## config.mk

```make
export PLATFORM = sky130hd
export DESIGN_NAME = mult_product_accumulator
export DESIGN_NICKNAME = d
export VERILOG_FILES = /design/src/rtl/mult_product_accumulator.sv
export SDC_FILE = /design/constraint.sdc
export NUM_CORES = 1
export LEC_CHECK = 0
export CAP_MARGIN = 20
export CORE_MARGIN = 5
export CORE_UTILIZATION = 45
export CTS_CLUSTER_SIZE = 14
export DETAILED_ROUTE_END_ITERATION = 16
export PLACE_DENSITY = 0.69
export RECOVER_POWER = 100
export SETUP_SLACK_MARGIN = 0.02
export SYNTH_ARGS = -nofsm -noshare
export SYNTH_HDL_FRONTEND = slang
export SYNTH_SLANG_ARGS = --single-unit
```

## constraint.sdc

```tcl
create_clock -name clk -period 3.7 [get_ports clk]
set_input_delay 1.11 -clock clk [delete_from_list [all_inputs] [get_ports clk]]
set_output_delay 1.11 -clock clk [all_outputs]
set_load 0.01 [all_outputs]
```

## src/rtl/mult_product_accumulator.sv

```systemverilog
// -----------------------------------------------------------------------------
// mult_product_accumulator
//
// Consumer stage that sits after the 4x4 multiplier core. It sums groups of up
// to LEN unsigned products into a saturating ACC_W-bit accumulator and emits
// one result per group.
//
// Handshake rule (both ports): a transfer happens on a rising edge where
// valid and ready are both 1. The producer holds valid and the payload
// stable until that edge. Ready may depend on the receiver's state, but
// never on valid. Here, in_ready depends only on state and rst_n, and out_*
// are driven straight from registers.
//
// Ports
//   clk        in   1       rising-edge clock
//   rst_n      in   1       synchronous active-low reset
//   clear      in   1       synchronous abort of partial group / pending result
//   in_valid   in   1       product beat valid
//   in_ready   out  1       stage can accept a beat (ACC state and not in reset)
//   in_prod    in   PROD_W  unsigned product
//   in_last    in   1       beat closes the group early
//   out_valid  out  1       result valid, held until accepted
//   out_ready  in   1       downstream accepts result
//   out_sum    out  ACC_W   saturated group sum
//   out_count  out  CNT_W   beats summed into out_sum (1..LEN)
//   out_ovf    out  1       some add in the group saturated
//   dbg_state  out  1       FSM state for observation (0 = ACC, 1 = OUT)
// -----------------------------------------------------------------------------
module mult_product_accumulator #(
  parameter  int PROD_W = 8,
  parameter  int ACC_W  = 12,
  parameter  int LEN    = 4,
  localparam int CNT_W  = $clog2(LEN + 1)
) (
  input  logic              clk,
  input  logic              rst_n,
  input  logic              clear,
  input  logic              in_valid,
  output logic              in_ready,
  input  logic [PROD_W-1:0] in_prod,
  input  logic              in_last,
  output logic              out_valid,
  input  logic              out_ready,
  output logic [ACC_W-1:0]  out_sum,
  output logic [CNT_W-1:0]  out_count,
  output logic              out_ovf,
  output logic              dbg_state
);

  typedef enum logic {
    S_ACC = 1'b0,
    S_OUT = 1'b1
  } state_e;

  state_e             state_q, state_d;
  logic [ACC_W-1:0]   acc_q, acc_d;
  logic [CNT_W-1:0]   cnt_q, cnt_d;
  logic               ovf_q, ovf_d;
  logic               valid_q, valid_d;
  logic [ACC_W-1:0]   sum_q, sum_d;
  logic [CNT_W-1:0]   count_q, count_d;
  logic               oovf_q, oovf_d;

  logic               beat;
  logic [ACC_W:0]     sum_wide;
  logic [ACC_W-1:0]   acc_nx;
  logic               ovf_nx;
  logic [CNT_W-1:0]   cnt_nx;
  logic               close;

  assign in_ready  = (state_q == S_ACC) & rst_n;
  assign beat      = in_valid & in_ready;

  // One extra bit catches the carry out. Once the accumulator is all-ones,
  // any non-zero product carries out again, so saturation stays sticky.
  assign sum_wide  = {1'b0, acc_q} + {{(ACC_W + 1 - PROD_W){1'b0}}, in_prod};
  assign acc_nx    = sum_wide[ACC_W] ? {ACC_W{1'b1}} : sum_wide[ACC_W-1:0];
  assign ovf_nx    = ovf_q | sum_wide[ACC_W];
  assign cnt_nx    = cnt_q + CNT_W'(1);
  assign close     = (cnt_nx == CNT_W'(LEN)) | in_last;

  always_comb begin
    state_d = state_q;
    acc_d   = acc_q;
    cnt_d   = cnt_q;
    ovf_d   = ovf_q;
    valid_d = valid_q;
    sum_d   = sum_q;
    count_d = count_q;
    oovf_d  = oovf_q;
    unique case (state_q)
      S_ACC: begin
        if (beat) begin
          if (close) begin
            sum_d   = acc_nx;
            count_d = cnt_nx;
            oovf_d  = ovf_nx;
            valid_d = 1'b1;
            acc_d   = '0;
            cnt_d   = '0;
            ovf_d   = 1'b0;
            state_d = S_OUT;
          end else begin
            acc_d   = acc_nx;
            cnt_d   = cnt_nx;
            ovf_d   = ovf_nx;
          end
        end
      end
      S_OUT: begin
        if (valid_q && out_ready) begin
          valid_d = 1'b0;
          state_d = S_ACC;
        end
      end
      default: state_d = S_ACC;
    endcase
  end

  // Reset and clear have the same effect on state; only in_ready differs,
  // and that is handled combinationally above.
  always_ff @(posedge clk) begin
    if (!rst_n || clear) begin
      state_q <= S_ACC;
      acc_q   <= '0;
      cnt_q   <= '0;
      ovf_q   <= 1'b0;
      valid_q <= 1'b0;
      sum_q   <= '0;
      count_q <= '0;
      oovf_q  <= 1'b0;
    end else begin
      state_q <= state_d;
      acc_q   <= acc_d;
      cnt_q   <= cnt_d;
      ovf_q   <= ovf_d;
      valid_q <= valid_d;
      sum_q   <= sum_d;
      count_q <= count_d;
      oovf_q  <= oovf_d;
    end
  end

  assign out_valid = valid_q;
  assign out_sum   = sum_q;
  assign out_count = count_q;
  assign out_ovf   = oovf_q;
  assign dbg_state = state_q;

endmodule

```

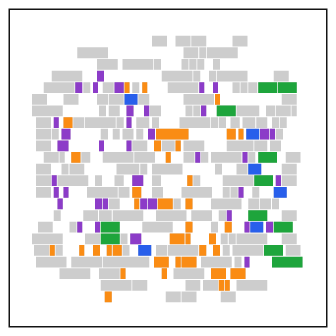
Fig. 1. Gate-type map (run 1).
[purple] nand cells | cells: 38
[blue] xor and xnor cells | cells: 6
[green] fa/ha/maj cells | cells: 11
[orange] nor cells | cells: 38
Top cell excl fill/tap: dfxtp_1
Post-Layout Cell Count: 301

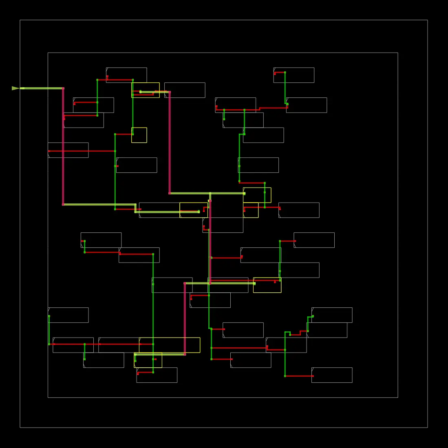
Fig. 2. Clock nets (run 1).
Clock Skews: 0.009796 ns
clk latency late pin: 0.30 ns

==> results.cfg, run 1 <==
; implementation run metrics
[layout]
buffers = 36
clkCellAreaFrac = 0.04943
final_cell_mix = dfxtp_1 (34), a21oi_1 (30), nand2_1 (24)
comb_cells = 172
inverters_excl_clock = 1
fin_nets = 275
n_fill_cell = 372
design.seq.count = 34
insertedDiodeCount = 0
nClkBuffers = 5
largest_cell_class = combinational gates
mi_logic_area_um2 = 1096
flop_area_um2 = 680.7
area_delta_synth_final_pct = 25.24
buf_share = 0.1505

[global_routing]
grt.total_usage = 0.1667
grtUsageMet3 = 0.05135
grt_max_degree = 20
grt_pass1_vias = 1549
antenna_found_initial = 0
grt_first_pass_wirelength_um = 7065
grt-busiest-layer = met2
grt-ovfl-total = 0
met1_usage = 0.2211

[clock_tree]
numCtsBuffers = 5
clock_path_buffers = 2
cts_tree = done
clkSinkCount = 34
cts_setup_buffers = 0
root_buffer = clkbuf_8
cts.htree.levels = 2
holdBufCountCts = 0
clkTransAtPathRegs_ns = 0.07

[placed_design]
place_area_um2 = 2216
hpwl_um = 3075
globalplace.congestion = 0.9011

[drt]
wl_met2_um = 1829
routedWlPerCell_um = 14.03
met3_length_um = 251
dr.max_layer_used = met4
drt_wl_total_um = 4222
drt_iter0_markers = 104
firstDrtPassIters = 4
drtAntennaViolNets = 0
drcViolationCount = 0
viasPerCell = 5.568
wl_met1_um = 2049

[worst_hold_path]
min_delay_path_depth = 2
min_from = out_sum[8]
hold-path-endpoint = out_sum[8]
hold_path_class = reg2reg

[die]
die_x_um = 73.93
die_h_um = 73.93
taps = 50
chip_area_um2 = 5466
io_pins = 33
fp_util = 0.4631

[synth]
yosys-stat-area_um2 = 1839
synth.avg_cell_area_um2 = 8.595
ys_ff = 34
synthesis.instances = 214
synth_cell_types = 50
synth_async_sr_flop_share = 0
yosys_warnings = 0
floorplan.nets = 239
synth_area_um2 = 1839
synth-edff-count = 0
flop_cell = dfxtp_1
ys_cells = 214

[critical_path]
timing.rr.start = acc_q[0]
cp.required_ns = 2.59
r2r-end = out_sum[11]
start_kind = input port
crit_end = in_ready
crit_start = rst_n
worstRegToRegCells = 7
path_max_fanout = 2
crit_path_end_kind = output port
critical_path_class = in2out

[timing]
slew_headroom = 0.4565
period_used_share = 0.9540
finalCriticalPeriod_ns = 3.530
timing.final.ws_setup_ns = 0.1702
fmax_ghz = 0.2833
rsz0062_at_grt = false
hold_ws_ns = 0.4554
finalSetupViolCount = 0
worstMarginPinSlew_ns = 0.8092
finalSetupTns_ns = 0
slew_violations = 0

[status]
outcome = finished clean

[pwr]
p_leak_nw = 0.8882
p_int_mw = 0.6091
p_per_area_nw_per_um2 = 349.0
p_comb_frac = 0.107
power_mw = 0.8038
p_switching_mw = 0.1947
pwr-share-clk = 0.429
switching_share = 0.2423
vdd.ir_drop.worst_mv = 0.4055
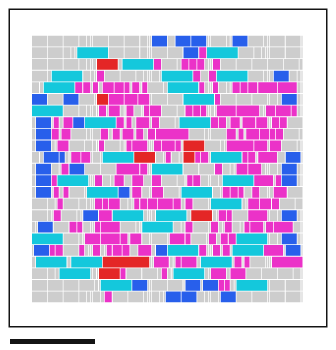
Fig. 3. Placement by cell class (run 1).
Bar = 20 um. Fill, decap, tap and diode cells in gray.
[cyan] sequential cells | cells: 34
[red] clock drivers and dummy loads | cells: 8
[magenta] combinational and other logic | cells: 173
[blue] remaining buffers and delay cells | cells: 36
Std-Cell Core Area: 3971 um2
flop share of the area: 0.2955
std cell rows: 23
Final Core Density: 0.5800
fin area: 2303 um2

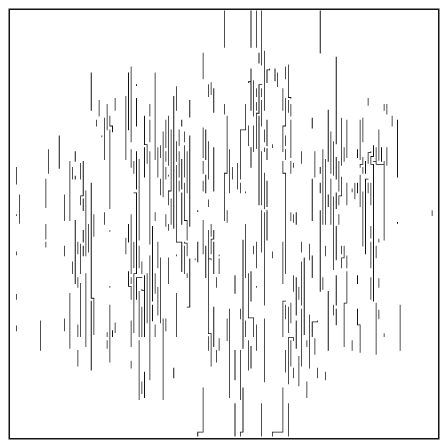
Fig. 4. Metal 2 (run 1).
main direction: vertical
wire length on this layer: 1830 um
met2 GRT Util: 0.2490
via count: 1676

-- run 1: Yosys cell counts (2+ instances only) --
| cell | count | share of area |
|---|---|---|
| nand3b_1 | 2 | 0.0082 |
| ha_1 | 10 | 0.068 |
| xnor2_1 | 2 | 0.0095 |
| nand2b_1 | 3 | 0.010 |
| nand3_1 | 7 | 0.019 |
| buf_2 | 2 | 0.0054 |
| xor2_1 | 4 | 0.019 |
| or3_1 | 2 | 0.0068 |
| mux2i_1 | 2 | 0.011 |
| dfxtp_1 | 34 | 0.37 |
| nor3_2 | 6 | 0.033 |
| o211ai_1 | 2 | 0.0082 |
| o21ai_1 | 2 | 0.0054 |
| clkbuf_1 | 3 | 0.0061 |
| a21o_1 | 2 | 0.0082 |
| nand2_1 | 24 | 0.049 |
| nor2_1 | 17 | 0.035 |
| and2_1 | 2 | 0.0068 |
| a21oi_1 | 30 | 0.082 |
| nor3_1 | 9 | 0.024 |
| o21ai_0 | 17 | 0.046 |
| o31ai_1 | 2 | 0.0082 |
| nor2b_1 | 3 | 0.010 |
-- run 1: logic make-up after synthesis --
logic type | after synthesis | share of synthesized area
simple gates | 82 | 0.2456
compound gates | 71 | 0.2442
flops | 34 | 0.3701
fa+ha+maj | 11 | 0.07891
buf+inv | 8 | 0.02176
xor+xnor | 6 | 0.02857
mux | 2 | 0.01088
-- run 1: power groups by stage --
stage	clock network (mW)	registers [mW]	logic (mW)
after floorplan	0	0.383	0.0510
after global placement	0	0.382	0.0902
after detailed placement	0	0.382	0.0903
after CTS	0.350	0.374	0.0910
after global routing	0.371	0.374	0.0947
final	0.345	0.374	0.0858
-- run 1: critical path: stages --
cell	delay, ns
dlygate4sd3_1	0.54
nor2b_1	0.15
dlygate4sd3_1	0.62
## Run 2: what changed since run 1
ABC_CLOCK_PERIOD_IN_PS = 3700   (was not set)
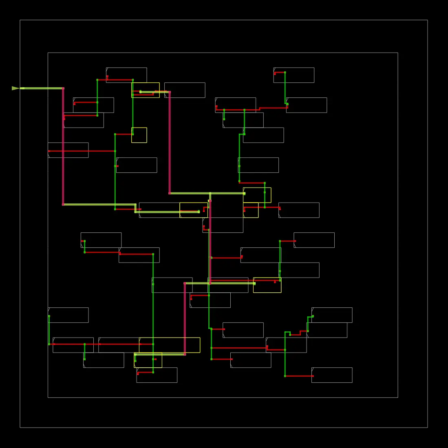
Fig. 5. Clock nets (run 2).
Clock Buffer Count: 5
Flops: 34
cts bufs inserted: 5

==> run 2 against run 1 <==
Against the previous run:
- critical path depth unchanged
- total power unchanged
- non-clock buffer count unchanged
- final area unchanged
- sequential share of layout area unchanged
- global-route usage unchanged
==> results.cfg, run 2 <==
; implementation run metrics
[synth]
synth_top_area_share = 0.3701
synth-edff-count = 0
mux_area_frac = 0.01088
top_area_cell = dfxtp_1
ys_ff = 34
most_common_cell = dfxtp_1
fa_ha_area_frac = 0.07891
flop_cell = dfxtp_1
ys_sh_aoi = 0.2442
synth.avg_cell_area_um2 = 8.595
top_cells_by_count = dfxtp_1 (34), a21oi_1 (30), nand2_1 (24)
synth_cell_types = 50
synth_area_um2 = 1839
yosys_warnings = 0
simple_gate_share = 0.2456
synthesis.instances = 214
yosys-stat-area_um2 = 1839
synth.area.top_cells = dfxtp_1 (37%), a21oi_1 (8.2%), ha_1 (6.8%), nand2_1 (4.9%), o21ai_0 (4.6%)
floorplan.nets = 239
ys_cells = 214
xor_share = 0.02857
synth_async_sr_flop_share = 0
top_logic_kind = simple AND/OR/NAND/NOR gates
synth-seq-area-share = 0.3701

[timing]
rsz0062_at_grt = false
worstMarginPinSlew_ns = 0.8092
finalCriticalPeriod_ns = 3.530
hold_viol = 0
finalSetupViolCount = 0
fin_skew_ns = 0.009796
period_used_share = 0.9540
slew_headroom = 0.4565
slew_violations = 0
fmax_ghz = 0.2833
hold_ws_ns = 0.4554

[clock_tree]
cts.htree.levels = 2
clock_path_buffers = 2
clk_latency_ns = 0.30
root_buffer = clkbuf_8
cts_setup_buffers = 0
holdBufCountCts = 0
clkTransAtPathRegs_ns = 0.07
cts_resized = 0
clkSinkCount = 34
cts_tree = done

[drt]
drt_wl_total_um = 4222
routedWlPerCell_um = 14.03
dr_total_vias = 1676
drtAntennaViolNets = 0
viasPerCell = 5.568
met3_length_um = 251
drcViolationCount = 0
wl_met2_um = 1829
dr.max_layer_used = met4
firstDrtPassIters = 4
drt_iter0_markers = 104
wl_met1_um = 2049

[pwr]
p_leak_nw = 0.8882
power_mw = 0.8038
p_per_area_nw_per_um2 = 349.0
vdd.ir_drop.worst_mv = 0.4055

[die]
fp_util = 0.4631
io_pins = 33
die_x_um = 73.93
die_h_um = 73.93
core_um2 = 3971
chip_area_um2 = 5466
placementRows = 23

[global_routing]
grt.total_usage = 0.1667
grtUsageMet3 = 0.05135
grt-busiest-layer = met2
gr-usage-met2 = 0.2490
grt_pass1_vias = 1549
grt_first_pass_wirelength_um = 7065
met1_usage = 0.2211
antenna_found_initial = 0
grt_max_degree = 20
grt-ovfl-total = 0

[layout]
layout_top_cell = dfxtp_1
insertedDiodeCount = 0
final_cell_mix = dfxtp_1 (34), a21oi_1 (30), nand2_1 (24)
area_delta_synth_final_pct = 25.24
drive_gt1_frac = 0.1116
fin_nets = 275

[run]
max_cap_violations = 0
warnings = 27

[critical_path]
crit_family = buffers and inverters
cp.required_ns = 2.59
slowest_delay_ns = 0.62
crit_path_end_kind = output port
cp.arrival_ns = 2.42
crit_top_cell = dlygate4sd3_1
critical_path_class = in2out
path_max_fanout = 2
worstRegToRegCells = 7
start_kind = input port
cp_num_cells = 3
path_cells = dlygate4sd3_1 -> nor2b_1 -> dlygate4sd3_1
cp_slowest_cell = dlygate4sd3_1
crit_buf_inv = 2

[status]
outcome = finished clean

[worst_hold_path]
hold_path_class = reg2reg
min_delay_path_depth = 2

[placed_design]
globalplace.congestion = 0.9011
port_buffers = 32
hpwl_um = 3075
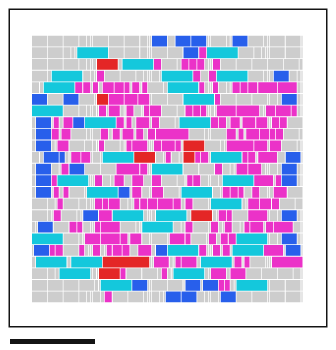
Fig. 6. Placement by cell class (run 2).
Bar = 20 um. Fill, decap, tap and diode cells in gray.
[blue] remaining buffers and delay cells | cells: 36
[cyan] sequential cells | cells: 34
[red] clock drivers and dummy loads | cells: 8
[magenta] combinational and other logic | cells: 173

[run 2: cells by family (layout without fill, tap and decap cells)]
kind of cell / count (synthesis) / in the layout
compound gates: 71 / 71
xor+xnor: 6 / 6
fa+ha+maj: 11 / 11
buf+inv: 8 / 45
flops: 34 / 34
mux: 2 / 2
simple gates: 82 / 82
[run 2: final cells by class]
| cell class | count | area [um2] |
|---|---|---|
| tap | 50 | 62.56 |
| fill | 372 | 1668 |
| inverter | 1 | 3.754 |
| clock inverter | 3 | 45.04 |
| clock buffer | 5 | 68.82 |
| timing repair buffer | 36 | 346.6 |
| multi-input combinational | 172 | 1096 |
| sequential | 34 | 680.7 |
[run 2: where the power goes]
part	switching (mW)	total, mW	internal (mW)
sequential	0.00283	0.374	0.371
clock	0.144	0.345	0.200
combinational	0.0477	0.0858	0.0381
[run 2: stage by stage]
| step | worst slack (ns) | cell area [um2] | utilization | cells | TNS [ns] |
|---|---|---|---|---|---|
| after detailed placement | 0.07073 | 2216 | 0.5580 | 293 | 0 |
| after CTS | 0.2900 | 2330 | 0.5866 | 301 | 0 |
| after global placement | -0.01549 | 2216 | 0.5580 | 293 | -0.01549 |
| after global routing | 0.1258 | 2303 | 0.5800 | 301 | 0 |
| final | 0.1702 | 2303 | 0.5800 | 301 | 0 |
| after floorplan | 0.7797 | 1839 | - | 214 | 0 |
[run 2: final timing paths]
kind                            startpoint     endpoint  slack (ns)
worst max-delay path                 rst_n     in_ready        0.17
worst min-delay path            out_sum[8]   out_sum[8]        0.46
worst max register to register    acc_q[0]  out_sum[11]        1.29
worst min register to register  out_sum[8]   out_sum[8]        0.46
[run 2: worst min-delay path: cells and delay by family (launching register included)]
kind | cells | cell delay [ns]
flip-flops | 1 | 0.31
AND/OR/NAND/NOR | 1 | 0.05
AND-OR/OR-AND | 1 | 0.05
## Run 3: what changed since run 2
--- a/config.mk
+++ b/config.mk
@@ -9,3 +9,2 @@
 export CAP_MARGIN = 20
-export CORE_MARGIN = 5
 export CORE_UTILIZATION = 45
--- a/constraint.sdc
+++ b/constraint.sdc
@@ -3,2 +3,2 @@
 set_output_delay 1.11 -clock clk [all_outputs]
-set_load 0.01 [all_outputs]
+set_load 0.05 [all_outputs]
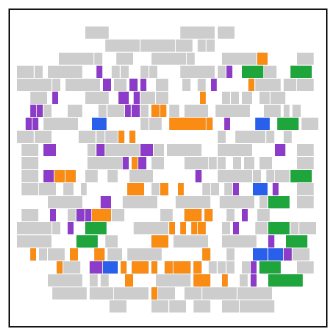
Fig. 7. Gate-type map (run 3).
[green] fa/ha/maj cells | cells: 11 | where: widely spread
[blue] xor and xnor cells | cells: 6
[orange] nor cells | cells: 38
[purple] nand cells | cells: 38
Post-Layout Cell Count: 296
Comb/total area: 0.4842

==> run 3 against run 2 <==
Against the previous run:
- non-clock buffer count decreased by 1
- routed wire length decreased by 4.3%
- area after synthesis unchanged
- clock skew decreased by 0.0064 ns
- maximum frequency increased by 1.7%
- combinational power increased by 14%
- utilization increased by 1.4 points
- register-to-register slack improved by 0.03 ns
- global-route usage increased by 3.6 points
==> results.cfg, run 3 <==
; implementation run metrics
[layout]
buffers = 35
nClkBuffers = 6
flop_area_um2 = 680.7
design_area_um2 = 2256
comb_cells = 172
buf_share = 0.1492
inverters_excl_clock = 1
design.seq.count = 34
area_delta_synth_final_pct = 22.65
layout_top_cell = dfxtp_1
largest_cell_class = combinational gates
fin_nets = 274
insertedDiodeCount = 0
drive_gt1_frac = 0.09677
n_fill_cell = 369

[critical_path]
crit_path_end_kind = flip-flop
path_max_fanout = 5
crit_buf_inv = 1
rrSetupSlack_ns = 1.32
cp.required_ns = 3.86
cp_slowest_cell = dlygate4sd3_1
crit_family = AND-OR/OR-AND gates
worstRegToRegCells = 7
critical_path_class = in2reg
start_kind = input port
cp.arrival_ns = 3.63
slowest_delay_ns = 0.54
path_cells = dlygate4sd3_1 -> ha_1 -> fa_1 -> a211oi_1 -> o211a_4 -> nor2_1 -> a2111oi_0 -> o31ai_1

[clock_tree]
clkSinkCount = 34
root_buffer = clkbuf_8
cts.htree.levels = 2
cts_tree = done
cts_setup_buffers = 0
clkTransAtPathRegs_ns = 0.06
clock_path_buffers = 2
numCtsBuffers = 5
cts_resized = 0

[synth]
synth_cell_types = 50
ys_cells = 214
flop_cell = dfxtp_1
yosys_warnings = 0
synth.avg_cell_area_um2 = 8.595
floorplan.nets = 239
top_area_cell = dfxtp_1
synth-seq-area-share = 0.3701
synth_top_area_share = 0.3701
top_cells_by_count = dfxtp_1 (34), a21oi_1 (30), nand2_1 (24)
synth-edff-count = 0
synthesis.instances = 214
most_common_cell = dfxtp_1
synth_area_um2 = 1839
ys_ff = 34

[run]
max_cap_violations = 0

[timing]
finalSetupTns_ns = 0
rsz0062_at_grt = false
slew_violations = 0
period_used_share = 0.9381
worstMarginPinSlew_ns = 0.7830
hold_ws_ns = 0.4571
fin_skew_ns = 0.003407

[drt]
drcViolationCount = 0
routedWlPerCell_um = 13.65
viasPerCell = 5.551
drtAntennaViolNets = 0
firstDrtPassIters = 4
drt_iter0_markers = 69

[worst_hold_path]
hold-path-endpoint = out_count[1]
hold_path_class = reg2reg
min_from = out_count[1]
min_delay_path_depth = 2

[die]
placementRows = 22
fp_util = 0.4842
io_pins = 33
die_x_um = 65.93
core_um2 = 3799
chip_area_um2 = 4347
die_h_um = 65.93

[placed_design]
hpwl_um = 2939
place_area_um2 = 2216
globalplace.congestion = 0.8000
port_buffers = 32

[pwr]
power_mw = 0.7353
switching_share = 0.2500
vdd.ir_drop.worst_mv = 0.2176
p_switching_mw = 0.1838
pwr-share-seq = 0.509
p_leak_nw = 0.8752
p_int_mw = 0.5515
pwr-share-clk = 0.359

[global_routing]
grt_max_degree = 20
grt-ovfl-total = 0
grt_first_pass_wirelength_um = 6727
grt.total_usage = 0.2023
antenna_found_initial = 0

[status]
outcome = finished clean
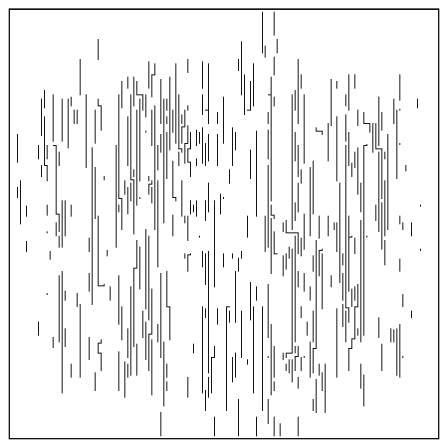
Fig. 8. Metal 2 (run 3).
share of all routed wire: 43%
nets with wire on the layer: 228
routed wire length: 4039 um
via count: 1643
met2 GRT Util: 0.3112

[run 3: cell counts after synthesis]
Identical to the previous run, type by type.
[run 3: power by group through the flow]
stage                     combinational, mW  clock (mW)  sequential [mW]
after floorplan                      0.0530           0            0.394
after global placement                0.104           0            0.382
after detailed placement              0.104           0            0.382
after CTS                             0.104       0.275            0.374
after global routing                  0.107       0.291            0.374
final                                0.0977       0.264            0.374
[run 3: kinds of logic after synthesis]
kind of cell    count (synthesis)  synth area share
mux                             2           0.01088
fa+ha+maj                      11           0.07891
compound gates                 71            0.2442
simple gates                   82            0.2456
xor+xnor                        6           0.02857
buf+inv                         8           0.02176
flops                          34            0.3701
[run 3: worst max-delay path by stage]
stage / start / end / slack (ns) / cells after the start
after floorplan: rst_n / in_ready / 0.75 / 1
after global placement: in_prod[0] / out_sum[11] / 0.14 / 8
after detailed placement: in_prod[0] / out_sum[11] / 0.08 / 8
after CTS: in_prod[0] / out_sum[11] / 0.38 / 8
after global routing: rst_n / in_ready / 0.16 / 3
final: in_prod[0] / out_sum[11] / 0.23 / 8
[run 3: metrics by stage]
step,utilization,cells,setup WS [ns]
after CTS,0.6051,296,0.3835
after global placement,0.5833,290,0.1392
final,0.5939,296,0.2289
after global routing,0.5939,296,0.1620
after floorplan,-,214,0.7530
after detailed placement,0.5833,290,0.07987
[run 3: metal layers]
| layer | track usage | wire length, um | vias up |
|---|---|---|---|
| met2 | 0.3112 | 1738 | 37 |
| li1 | - | - | 850 |
| met3 | 0.05345 | 207 | 4 |
| met1 | 0.2738 | 2056 | 752 |
| met5 | 0 | 0 | - |
| met4 | 0.06383 | 38 | 0 |
[run 3: worst min-delay path: cells and delay by family (launching register included)]
kind,cells,cell delay (ns)
and+or+nand+nor,1,0.05
DFF,1,0.31
AOI/OAI and AO/OA,1,0.05

==> notes/layouts.md <==
Pictures saved along the way, in no particular order.

Drive-strength map.
picture 1
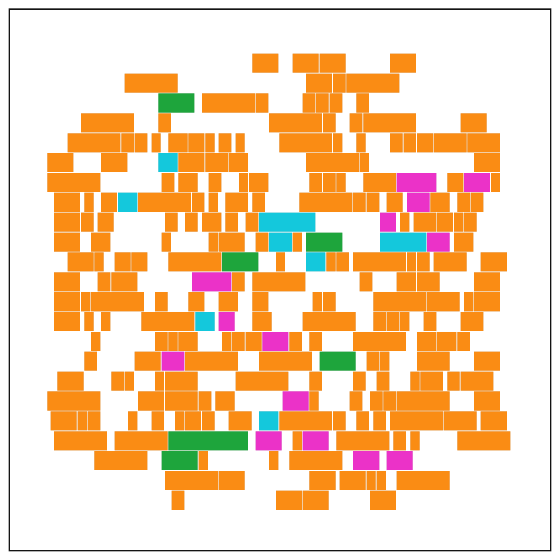
picture 2
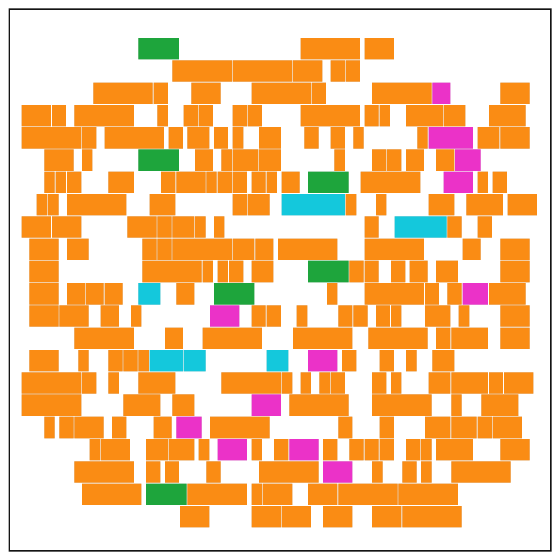
picture 1 -> run 2
picture 2 -> run 3

Key to picture 1:
[green] _6 and larger | cells: 6 | share: 2.4% | most used: clkbuf_8
[orange] _0 and _1 cells | cells: 223 | share: 89% | most used: dfxtp_1
[magenta] _2 cells | cells: 14 | share: 5.6% | most used: nor3_2
[cyan] _3 and _4 cells | cells: 8 | share: 3.2% | most used: buf_4

Power and IR drop assume default switching activity.
